==> src/rtl/clock_pkg.sv <==
// Shared definitions for the display-data path: frame layout and serializer FSM states.
package clock_pkg;

  localparam int unsigned DISP_FRAME_W = 24;
  localparam int unsigned SEL_LSB      = 16;
  localparam int unsigned DIG_LSB      = 8;
  localparam int unsigned LED_LSB      = 0;

  typedef enum logic [2:0] {
    SH_IDLE,
    SH_LO,
    SH_HI,
    SH_LATCH,
    SH_LATEND
  } sh_state_t;

endpackage

==> src/rtl/display_shifter_tick_gen.sv <==
// Free-running divider that strobes o_TICK once every DIV enabled cycles; parked at zero when idle.
module tick_gen #(
  parameter int unsigned DIV = 4
) (
  input  logic i_CLK,
  input  logic i_RST,
  input  logic i_EN,
  output logic o_TICK
);

  localparam logic [7:0] LastCnt = 8'(DIV - 1);

  logic [7:0] cnt_q, cnt_d;

  always_comb begin
    cnt_d = cnt_q;
    if (!i_EN || (cnt_q == LastCnt)) begin
      cnt_d = '0;
    end else begin
      cnt_d = cnt_q + 8'd1;
    end
  end

  assign o_TICK = i_EN && (cnt_q == LastCnt);

  always_ff @(posedge i_CLK) begin
    if (i_RST) begin
      cnt_q <= '0;
    end else begin
      cnt_q <= cnt_d;
    end
  end

endmodule

==> src/rtl/display_shifter.sv <==
// Serializes one display frame MSB-first into a 74HC595-style chain, then pulses RCLK to latch it.
module display_shifter
  import clock_pkg::*;
#(
  parameter int unsigned DATA_W  = DISP_FRAME_W,
  parameter int unsigned CLK_DIV = 4
) (
  input  logic              i_CLK,
  input  logic              i_RST,
  input  logic              i_VALID,
  input  logic [DATA_W-1:0] i_DATA,
  output logic              o_READY,
  output logic              o_SER,
  output logic              o_SCLK,
  output logic              o_RCLK,
  output logic              o_DONE,
  output logic              o_DROP
);

  localparam int unsigned CntW = $clog2(DATA_W);

  sh_state_t         state_q, state_d;
  logic [DATA_W-1:0] shreg_q, shreg_d;
  logic [CntW-1:0]   cnt_q, cnt_d;
  logic              ser_q, ser_d;
  logic              sclk_q, sclk_d;
  logic              rclk_q, rclk_d;
  logic              done_q, done_d;
  logic              drop_q, drop_d;
  logic              tick;

  tick_gen #(
    .DIV (CLK_DIV)
  ) u_tick_gen (
    .i_CLK  (i_CLK),
    .i_RST  (i_RST),
    .i_EN   (state_q != SH_IDLE),
    .o_TICK (tick)
  );

  always_comb begin
    state_d = state_q;
    shreg_d = shreg_q;
    cnt_d   = cnt_q;
    ser_d   = ser_q;
    sclk_d  = sclk_q;
    rclk_d  = rclk_q;
    done_d  = 1'b0;
    drop_d  = i_VALID && (state_q != SH_IDLE);

    case (state_q)
      SH_IDLE: begin
        if (i_VALID) begin
          shreg_d = i_DATA;
          cnt_d   = CntW'(DATA_W - 1);
          ser_d   = i_DATA[DATA_W-1];
          state_d = SH_LO;
        end
      end
      SH_LO: begin
        if (tick) begin
          sclk_d  = 1'b1;
          state_d = SH_HI;
        end
      end
      SH_HI: begin
        if (tick) begin
          sclk_d = 1'b0;
          if (cnt_q == '0) begin
            ser_d   = 1'b0;
            rclk_d  = 1'b1;
            state_d = SH_LATCH;
          end else begin
            // Present the next bit on the same edge SCLK falls.
            shreg_d = shreg_q << 1;
            cnt_d   = cnt_q - 1'b1;
            ser_d   = shreg_q[DATA_W-2];
            state_d = SH_LO;
          end
        end
      end
      SH_LATCH: begin
        if (tick) begin
          rclk_d  = 1'b0;
          state_d = SH_LATEND;
        end
      end
      SH_LATEND: begin
        if (tick) begin
          done_d  = 1'b1;
          state_d = SH_IDLE;
        end
      end
      default: state_d = SH_IDLE;
    endcase
  end

  always_ff @(posedge i_CLK) begin
    if (i_RST) begin
      state_q <= SH_IDLE;
      shreg_q <= '0;
      cnt_q   <= '0;
      ser_q   <= 1'b0;
      sclk_q  <= 1'b0;
      rclk_q  <= 1'b0;
      done_q  <= 1'b0;
      drop_q  <= 1'b0;
    end else begin
      state_q <= state_d;
      shreg_q <= shreg_d;
      cnt_q   <= cnt_d;
      ser_q   <= ser_d;
      sclk_q  <= sclk_d;
      rclk_q  <= rclk_d;
      done_q  <= done_d;
      drop_q  <= drop_d;
    end
  end

  assign o_READY = (state_q == SH_IDLE);
  assign o_SER   = ser_q;
  assign o_SCLK  = sclk_q;
  assign o_RCLK  = rclk_q;
  assign o_DONE  = done_q;
  assign o_DROP  = drop_q;

endmodule

==> config.mk <==
export PLATFORM = sky130hd
export DESIGN_NAME = display_shifter
export DESIGN_NICKNAME = d
export VERILOG_FILES = /design/src/rtl/clock_pkg.sv /design/src/rtl/display_shifter_tick_gen.sv /design/src/rtl/display_shifter.sv
export SDC_FILE = /design/constraint.sdc
export NUM_CORES = 1
export LEC_CHECK = 0
export CAP_MARGIN = 20
export CORE_MARGIN = 2
export CORE_UTILIZATION = 52
export DETAILED_ROUTE_END_ITERATION = 8
export GPL_ROUTABILITY_DRIVEN = 0
export GPL_TIMING_DRIVEN = 1
export PLACE_DENSITY = 0.76
export SKIP_CTS_REPAIR_TIMING = 1
export SLEW_MARGIN = 20
export SYNTH_ARGS = -nofsm -noshare
export SYNTH_HDL_FRONTEND = slang
export SYNTH_SLANG_ARGS = --single-unit
==> constraint.sdc <==
create_clock -name i_CLK -period 2.4 [get_ports i_CLK]
set_input_delay 0.36 -clock i_CLK [delete_from_list [all_inputs] [get_ports i_CLK]]
set_output_delay 0.36 -clock i_CLK [all_outputs]
set_load 0.03 [all_outputs]
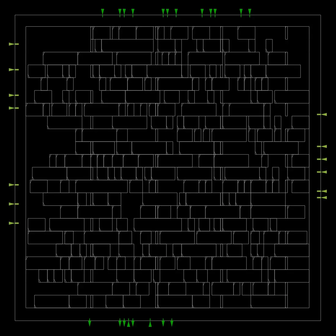
*Placed standard cells, run 1*
FILL cells: 309
# Taps: 48
Non-Filler Instances: 313

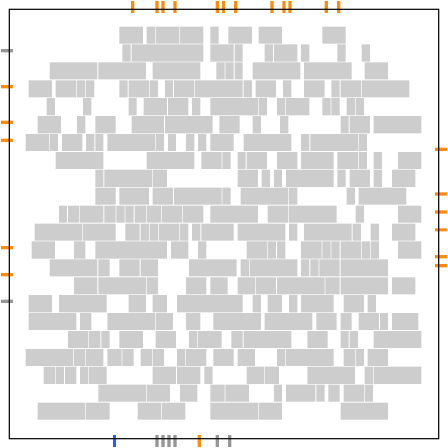
*Ports around the boundary, run 1*
Pins as bars across the die edge, other pins in gray.
| port | color | pins | direction | edge |
|---|---|---|---|---|
| o_DONE | blue | 1 | output | bottom |
| i_DATA | orange | 24 | input | 12 top, 6 right, 5 left, 1 bottom |
all pins by edge: 12 top, 8 bottom, 7 left, 6 right

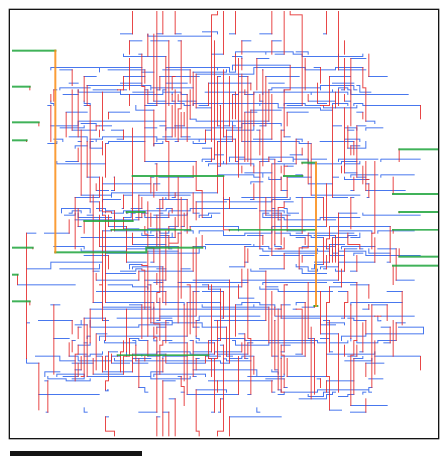
*Routed metal, one color a layer, run 1*
The bar under the picture is 20 um long.
| layer | color | wire length |
|---|---|---|
| met3 | green | 149 um |
| met4 | orange | 52.4 um |
| met1 | blue | 2070 um |
| met2 | red | 1800 um |
Total Wirelength: 4080 um
Global Route Usage Sum: 0.203
Wirelength per Cell: 13.0 um

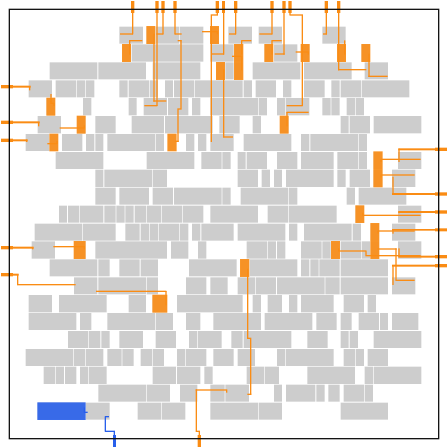
*Port wiring, run 1*
| port | color | bits | direction | end cells | buffers | wire |
|---|---|---|---|---|---|---|
| i_DATA | orange | 24 | input | 24 | 24 | 363 um |
| o_DONE | blue | 1 | output | 1 | 1 | 5.90 um |

==> flow_metrics.env, run 1 <==
# yosys + openroad results
export IMPL_fin_total_pwr_w=0.00165
export IMPL_post_route_period_util=0.916
export IMPL_rsz0062_at_grt="false"
export IMPL_dp_final_hpwl_um=2670
export IMPL_synth_seq_share=0.455
export IMPL_antenna_left=0
export IMPL_via_count=1731
export IMPL_htreeDepth=2
export IMPL_m1WireLength_um=2070
export IMPL_crit_fanout=9
export IMPL_critPathKind="reg -> out"
export IMPL_dpl_cell_area_um2=2350
export IMPL_met3_length_um=149
export IMPL_ys_area_um2=1940
export IMPL_path_clk_slew_ps=80
export IMPL_cts_sinks=44
export IMPL_fin_area_um2=2480
export IMPL_gr_total_overflow=0
export IMPL_via_per_inst=5.53
export IMPL_async_reset_ff_frac=0
export IMPL_fmax_ghz=0.455
export IMPL_grt_pass1_wl_um=6650
export IMPL_tns_ps=0
export IMPL_power_per_cell_area_nw_per_um2=667
export IMPL_clockBufferDepth=2
export IMPL_grt_pass1_vias=1467
export IMPL_slew_viol_final=0
export IMPL_final_common_cell="nand2_1"
export IMPL_relSlewSlack=0.713
export IMPL_mux_share=0
export IMPL_synthTopLogicFamily="simple AND/OR/NAND/NOR gates"
export IMPL_synth_area_um2=1940
export IMPL_syn_area_per_cell_um2=8.27
export IMPL_startpoint_type="flip-flop"
export IMPL_outcome="finished clean"
export IMPL_cp_end_kind="output pin"
export IMPL_finalSetupViolCount=0
export IMPL_fin_nets=294
## run 1: cell families after synthesis
| logic type | Yosys count |
|---|---|
| and+or+nand+nor | 111 |
| AOI/OAI and AO/OA | 49 |
| DFF | 44 |
| buffers and inverters | 22 |
| xor gates and xnor gates | 6 |
| adders and majority gates | 2 |
## run 1: synth_stat cells, types with 3 or more instances
library cell	number	area, um2
nand2_1	50	188
dfxtp_1	44	881
nor2_1	38	143
a311oi_1	25	219
clkbuf_1	12	45.0
a21oi_1	6	30.0
nor3_1	6	30.0
inv_1	5	18.8
nand3_1	4	20.0
xnor2_1	4	35.0
a31oi_1	3	18.8
buf_4	3	22.5
o21ai_0	3	15.0
## run 1: critical path, cell delays in order, from the launching register on
cell             delay (ps)
dfxtp_1                 330
buf_4                   170
nor3_1                  300
clkdlybuf4s50_1         740
## run 1: sequential cells by signal, indices dropped and copies added (netlist names)
register          cells
o_RCLK                1
o_SER                 1
o_DONE                1
o_SCLK                1
shreg_q              23
u_tick_gen.cnt_q      8
state_q               3
cnt_q                 5
o_DROP                1
## run 1: final cells by class
class	instances	area (um2)	share of cell area
inverter	5	18.8	0.00757
tap	48	60.1	0.0242
timing repair buffer	41	425	0.172
multi-input combinational	168	965	0.389
clock buffer	5	68.8	0.0278
clock inverter	2	60.1	0.0242
sequential	44	881	0.355
## run 1: per-layer routing
metal,global-route usage,vias up
met2,0.302,28
met1,0.287,804
met3,0.0469,5
met5,0,-
met4,0.0781,0
li1,-,894
## run 1: through the flow
stage | instances | setup WS, ps
final | 313 | 201
after global routing | 313 | 46.3
after CTS | 313 | 138
after detailed placement | 306 | 80.0
after global placement | 306 | 162
after floorplan | 234 | 420
## run 1: power breakdown
part / switching, W / total (W) / leakage [nW] / internal, W
clock network: 0.000243 / 0.000652 / 0.0642 / 0.000410
registers: 0.0000259 / 0.000799 / 0.362 / 0.000773
logic: 0.0000953 / 0.000203 / 0.488 / 0.000108
total: 0.000364 / 0.00165 / 0.914 / 0.00129
## run 1: worst paths after layout
kind	from	endpoint	depth (start not counted)
worst max register to register	u_tick_gen.cnt_q[0]$_SDFF_PP0_	o_SCLK$_SDFFE_PP0P_	5
worst min-delay path	u_tick_gen.cnt_q[0]$_SDFF_PP0_	u_tick_gen.cnt_q[0]$_SDFF_PP0_	1
worst min register to register	u_tick_gen.cnt_q[0]$_SDFF_PP0_	u_tick_gen.cnt_q[0]$_SDFF_PP0_	1
worst max-delay path	state_q[0]$_SDFFE_PP0P_	o_READY	3
### Routed clock nets over the placement, run 1

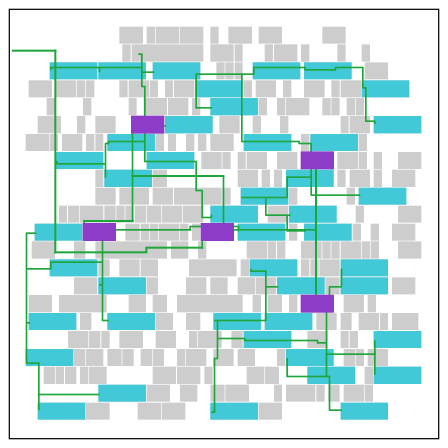

## Run 2: what changed since run 1
--- a/config.mk
+++ b/config.mk
@@ -7,7 +7,7 @@
 export LEC_CHECK = 0
 export CAP_MARGIN = 20
 export CORE_MARGIN = 2
-export CORE_UTILIZATION = 52
+export CORE_UTILIZATION = 54
 export DETAILED_ROUTE_END_ITERATION = 8
 export GPL_ROUTABILITY_DRIVEN = 0
 export GPL_TIMING_DRIVEN = 1
@@ -16,4 +16,5 @@
 export SLEW_MARGIN = 20
 export SYNTH_ARGS = -nofsm -noshare
 export SYNTH_HDL_FRONTEND = slang
+export SYNTH_HIERARCHICAL = 1
 export SYNTH_SLANG_ARGS = --single-unit
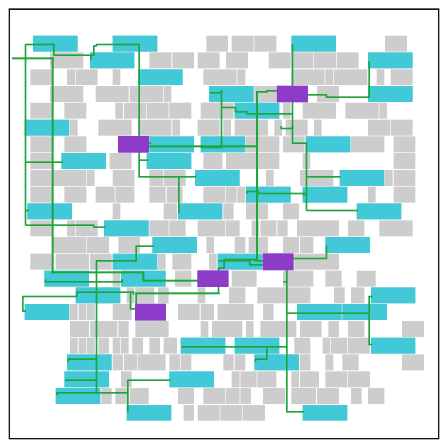
*Routed clock nets over the placement, run 2*
[flip-flops] cyan | count: 44
[clock wires] green | length: 564 um
[cells driving clock nets] purple | count: 5
routed clock nets: 6

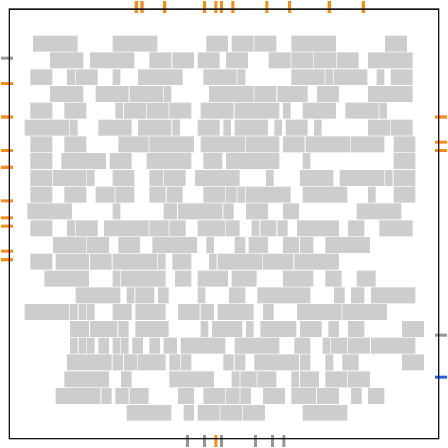
*Ports around the boundary, run 2*
Pins as bars across the die edge, other pins in gray.
| port | color | pins | direction | edge |
|---|---|---|---|---|
| i_DATA | orange | 24 | input | 11 top, 9 left, 3 right, 1 bottom |
| o_DONE | blue | 1 | output | right |
all pins by edge: 11 top, 10 left, 7 bottom, 5 right

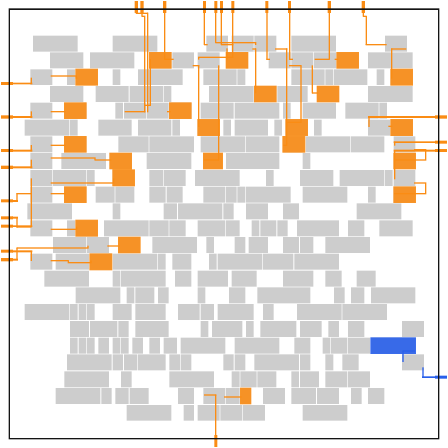
*Port wiring, run 2*
| port | color | bits | direction | end cells | buffers | wire |
|---|---|---|---|---|---|---|
| o_DONE | blue | 1 | output | 1 | 1 | 7.10 um |
| i_DATA | orange | 24 | input | 24 | 24 | 370 um |

==> flow_metrics.env, run 2 <==
# yosys + openroad results
export IMPL_outcome="finished clean"
export IMPL_top_cells_by_area="dfxtp_1, a221oi_2, mux2i_1"
export IMPL_routed_wl_um=4430
export IMPL_netSwitchingFraction=0.255
export IMPL_p_clk_frac=0.314
export IMPL_routedWlPerCell_um=14.8
export IMPL_gr_total_overflow=0
export IMPL_crit_fanout=5
export IMPL_cp_end_kind="flip-flop"
export IMPL_fin_area_um2=2730
export IMPL_grt_pass1_wl_um=7650
export IMPL_reg2reg_depth=6
export IMPL_p_sw_w=0.000386
export IMPL_top_area_cell="dfxtp_1"
export IMPL_fmax_ghz=0.463
export IMPL_top_regs="shreg_q x23, u_tick_gen/cnt_q x8, cnt_q x5"
export IMPL_cts_sinks=44
export IMPL_critPathKind="reg -> reg"
export IMPL_most_common_cell="dfxtp_1"
export IMPL_fin_nets=278
export IMPL_whs_path_depth=2
export IMPL_seqPwrFrac=0.527
export IMPL_regMostFlops="shreg_q"
export IMPL_clockBufferDepth=2
export IMPL_slew_viol_final=0
export IMPL_ys_top_cells_by_count="dfxtp_1, nor2_1, mux2i_1"
export IMPL_via_per_inst=5.76
export IMPL_largest_register_ffs=23
export IMPL_path_clk_slew_ps=80
export IMPL_min_from="shreg_q[0]$_SDFFE_PP0P_"
export IMPL_via_count=1729
export IMPL_synth_area_um2=2310
export IMPL_syn_area_per_cell_um2=10.5
export IMPL_yosysTopAreaCellShare=0.382
## run 2: netlist changes by cell type after synthesis, sizes merged, moves of 3 or more
cell / previous run / this run
mux2i: 0 / 23
nand2: 50 / 3
nor2: 38 / 32
or3: 0 / 4
nand3: 4 / 8
clkbuf: 12 / 6
nor3: 6 / 3
a221oi: 1 / 22
buf: 5 / 12
xnor2: 4 / 1
a311oi: 25 / 4
a21oi: 6 / 9
## run 2: layout make-up
type,instances,area (um2)
fillers,335,1330
multi-input cells,150,1270
flip-flops and latches,44,881
repair buffers,41,395
clock buffers,8,90.1
well taps,50,62.6
inverters,7,26.3
## run 2: worst max path at each step
stage / from / end
2_1_floorplan: state_q[0]$_SDFFE_PP0P_ / shreg_q[10]$_SDFFE_PP0P_
3_3_place_gp: u_tick_gen/cnt_q[0]$_SDFF_PP0_ / cnt_q[3]$_SDFFE_PP0P_
3_5_place_dp: u_tick_gen/cnt_q[0]$_SDFF_PP0_ / cnt_q[3]$_SDFFE_PP0P_
4_1_cts: u_tick_gen/cnt_q[0]$_SDFF_PP0_ / cnt_q[3]$_SDFFE_PP0P_
5_1_grt: u_tick_gen/cnt_q[0]$_SDFF_PP0_ / cnt_q[3]$_SDFFE_PP0P_
6_report: u_tick_gen/cnt_q[0]$_SDFF_PP0_ / cnt_q[3]$_SDFFE_PP0P_
## run 2: routing by layer
layer / wire [um] / share of wire / GRT usage
met3: 136 / 0.031 / 0.0363
met2: 2120 / 0.48 / 0.323
met4: 61 / 0.014 / 0.0915
met5: 0 / 0 / 0
met1: 2110 / 0.48 / 0.249
## run 2: stage by stage
stage	total power, W	setup WS (ps)	utilization	hold slack, ps	instances
2_1_floorplan	0.000974	287	-	441	219
3_3_place_gp	0.00105	230	0.648	457	292
3_5_place_dp	0.00106	156	0.648	464	292
4_1_cts	0.00153	142	0.670	482	300
5_1_grt	0.00160	134	0.672	514	300
6_report	0.00152	241	0.672	481	300
## run 2: power groups by stage
stage          Clock [W]  Sequential [W]  Combinational (W)
2_1_floorplan          0        0.000818           0.000155
3_3_place_gp           0        0.000814           0.000238
3_5_place_dp           0        0.000816           0.000243
4_1_cts         0.000491        0.000799           0.000244
5_1_grt         0.000532        0.000805           0.000265
6_report        0.000476        0.000799           0.000242
## run 2: cell families after synthesis
family / Yosys count / share of synthesized area
AOI/OAI and AO/OA: 52 / 0.232
xor gates and xnor gates: 3 / 0.0114
adders and majority gates: 2 / 0.0108
buffers and inverters: 25 / 0.0754
DFF: 44 / 0.382
muxes: 24 / 0.105
and+or+nand+nor: 69 / 0.184
## run 2: worst max-delay path, cell delays in order (launching register included)
cell and delay (ps):
dfxtp_1 400, ha_1 240, nor4b_2 260, and3_1 240
nand4bb_1 240, or4_1 530, a31oi_1 170
## Run 3: what changed since run 2
--- a/config.mk
+++ b/config.mk
@@ -10,7 +10,6 @@
 export CORE_UTILIZATION = 54
 export DETAILED_ROUTE_END_ITERATION = 8
 export GPL_ROUTABILITY_DRIVEN = 0
-export GPL_TIMING_DRIVEN = 1
 export PLACE_DENSITY = 0.76
 export SKIP_CTS_REPAIR_TIMING = 1
 export SLEW_MARGIN = 20
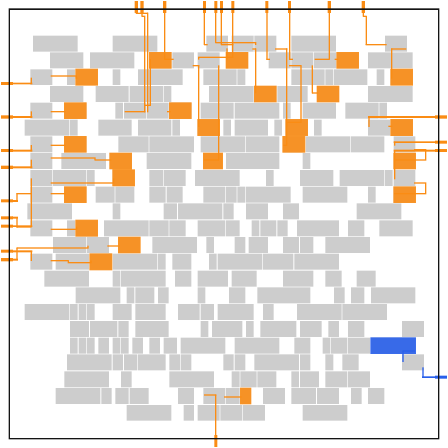
*Port wiring, run 3*
| port | color | bits | direction | end cells | buffers | wire |
|---|---|---|---|---|---|---|
| o_DONE | blue | 1 | output | 1 | 1 | 7.10 um |
| i_DATA | orange | 24 | input | 24 | 24 | 370 um |

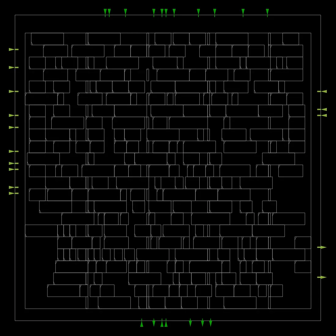
*Placed standard cells, run 3*
Core Util, Final: 0.672
# Taps: 50
Std-Cell Rows: 23

==> flow_metrics.env, run 3 <==
# yosys + openroad results
export IMPL_top_regs="shreg_q x23, u_tick_gen/cnt_q x8, cnt_q x5"
export IMPL_crit_fanout=5
export IMPL_final_common_cell="dfxtp_1"
export IMPL_fin_total_pwr_w=0.00152
export IMPL_reg2reg_depth=6
export IMPL_rsz0062_at_grt="false"
export IMPL_r2r_start="u_tick_gen/cnt_q[0]$_SDFF_PP0_"
export IMPL_cp_endpoint="cnt_q[3]$_SDFFE_PP0P_"
export IMPL_top_area_cell="dfxtp_1"
export IMPL_p_clk_frac=0.314
export IMPL_pre_cts_ws_ps=156
export IMPL_fin_ws_ps=241
export IMPL_fin_nets=278
export IMPL_startpoint_type="flip-flop"
export IMPL_most_common_cell="dfxtp_1"
export IMPL_syn_area_per_cell_um2=10.5
export IMPL_gr_total_overflow=0
export IMPL_flop_area_um2=881
export IMPL_fillCellCount=335
export IMPL_grt_pass1_vias=1663
export IMPL_outcome="finished clean"
export IMPL_antenna_left=0
export IMPL_htreeDepth=2
export IMPL_min_from="shreg_q[0]$_SDFFE_PP0P_"
export IMPL_top_cells_by_area="dfxtp_1, a221oi_2, mux2i_1"
export IMPL_power_per_cell_area_nw_per_um2=556
export IMPL_grt_pass1_wl_um=7650
export IMPL_critical_path_startpoint="u_tick_gen/cnt_q[0]$_SDFF_PP0_"
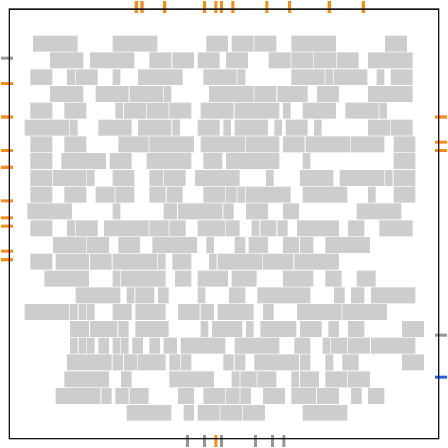
*Ports around the boundary, run 3*
Pins as bars across the die edge, other pins in gray.
| port | color | pins | direction | edge |
|---|---|---|---|---|
| i_DATA | orange | 24 | input | 11 top, 9 left, 3 right, 1 bottom |
| o_DONE | blue | 1 | output | right |

run 3: kinds of logic after synthesis:
| group | Yosys count | synth area share |
|---|---|---|
| and+or+nand+nor | 69 | 0.184 |
| AOI/OAI and AO/OA | 52 | 0.232 |
| DFF | 44 | 0.382 |
| buffers and inverters | 25 | 0.0754 |
| muxes | 24 | 0.105 |
| xor gates and xnor gates | 3 | 0.0114 |
| adders and majority gates | 2 | 0.0108 |
run 3: per-stage QoR:
| stage | std cells | utilization | area, um2 |
|---|---|---|---|
| 6_report | 300 | 0.672 | 2730 |
| 5_1_grt | 300 | 0.672 | 2730 |
| 2_1_floorplan | 219 | - | 2310 |
| 3_3_place_gp | 292 | 0.648 | 2630 |
| 3_5_place_dp | 292 | 0.648 | 2630 |
| 4_1_cts | 300 | 0.670 | 2720 |
run 3: how the worst min path moves through the flow:
stage,end,slack (ps)
floorplan,u_tick_gen/cnt_q[0]$_SDFF_PP0_,440
global placement,u_tick_gen/cnt_q[0]$_SDFF_PP0_,460
detailed placement,u_tick_gen/cnt_q[0]$_SDFF_PP0_,460
CTS,u_tick_gen/cnt_q[0]$_SDFF_PP0_,480
global route,shreg_q[0]$_SDFFE_PP0P_,510
finish,shreg_q[0]$_SDFFE_PP0P_,480
run 3: final cells by class:
class | count | area share
well taps | 50 | 0.0230
repair buffers | 41 | 0.145
flip-flops and latches | 44 | 0.323
multi-input cells | 150 | 0.466
clock buffers | 8 | 0.0331
inverters | 7 | 0.00964
run 3: power by group through the flow:
| stage | combinational (W) | clock (W) | sequential [W] |
|---|---|---|---|
| 6_report | 0.000242 | 0.000476 | 0.000799 |
| 5_1_grt | 0.000265 | 0.000532 | 0.000805 |
| 4_1_cts | 0.000244 | 0.000491 | 0.000799 |
| 3_5_place_dp | 0.000243 | 0 | 0.000816 |
| 3_3_place_gp | 0.000238 | 0 | 0.000814 |
| 2_1_floorplan | 0.000155 | 0 | 0.000818 |
run 3: critical path, cell delays in order (launching register included):
cell and delay [ps]:
dfxtp_1 400, ha_1 240, nor4b_2 260, and3_1 240
nand4bb_1 240, or4_1 530, a31oi_1 170
run 3: routing by layer:
metal  vias up  routed length, um  global-route usage
met3         5                136              0.0363
met2        25               2120               0.323
met5         -                  0                   0
met1       817               2110               0.249
li1        882                  -                   -
met4         0                 61              0.0915
Power and IR drop assume default switching activity.
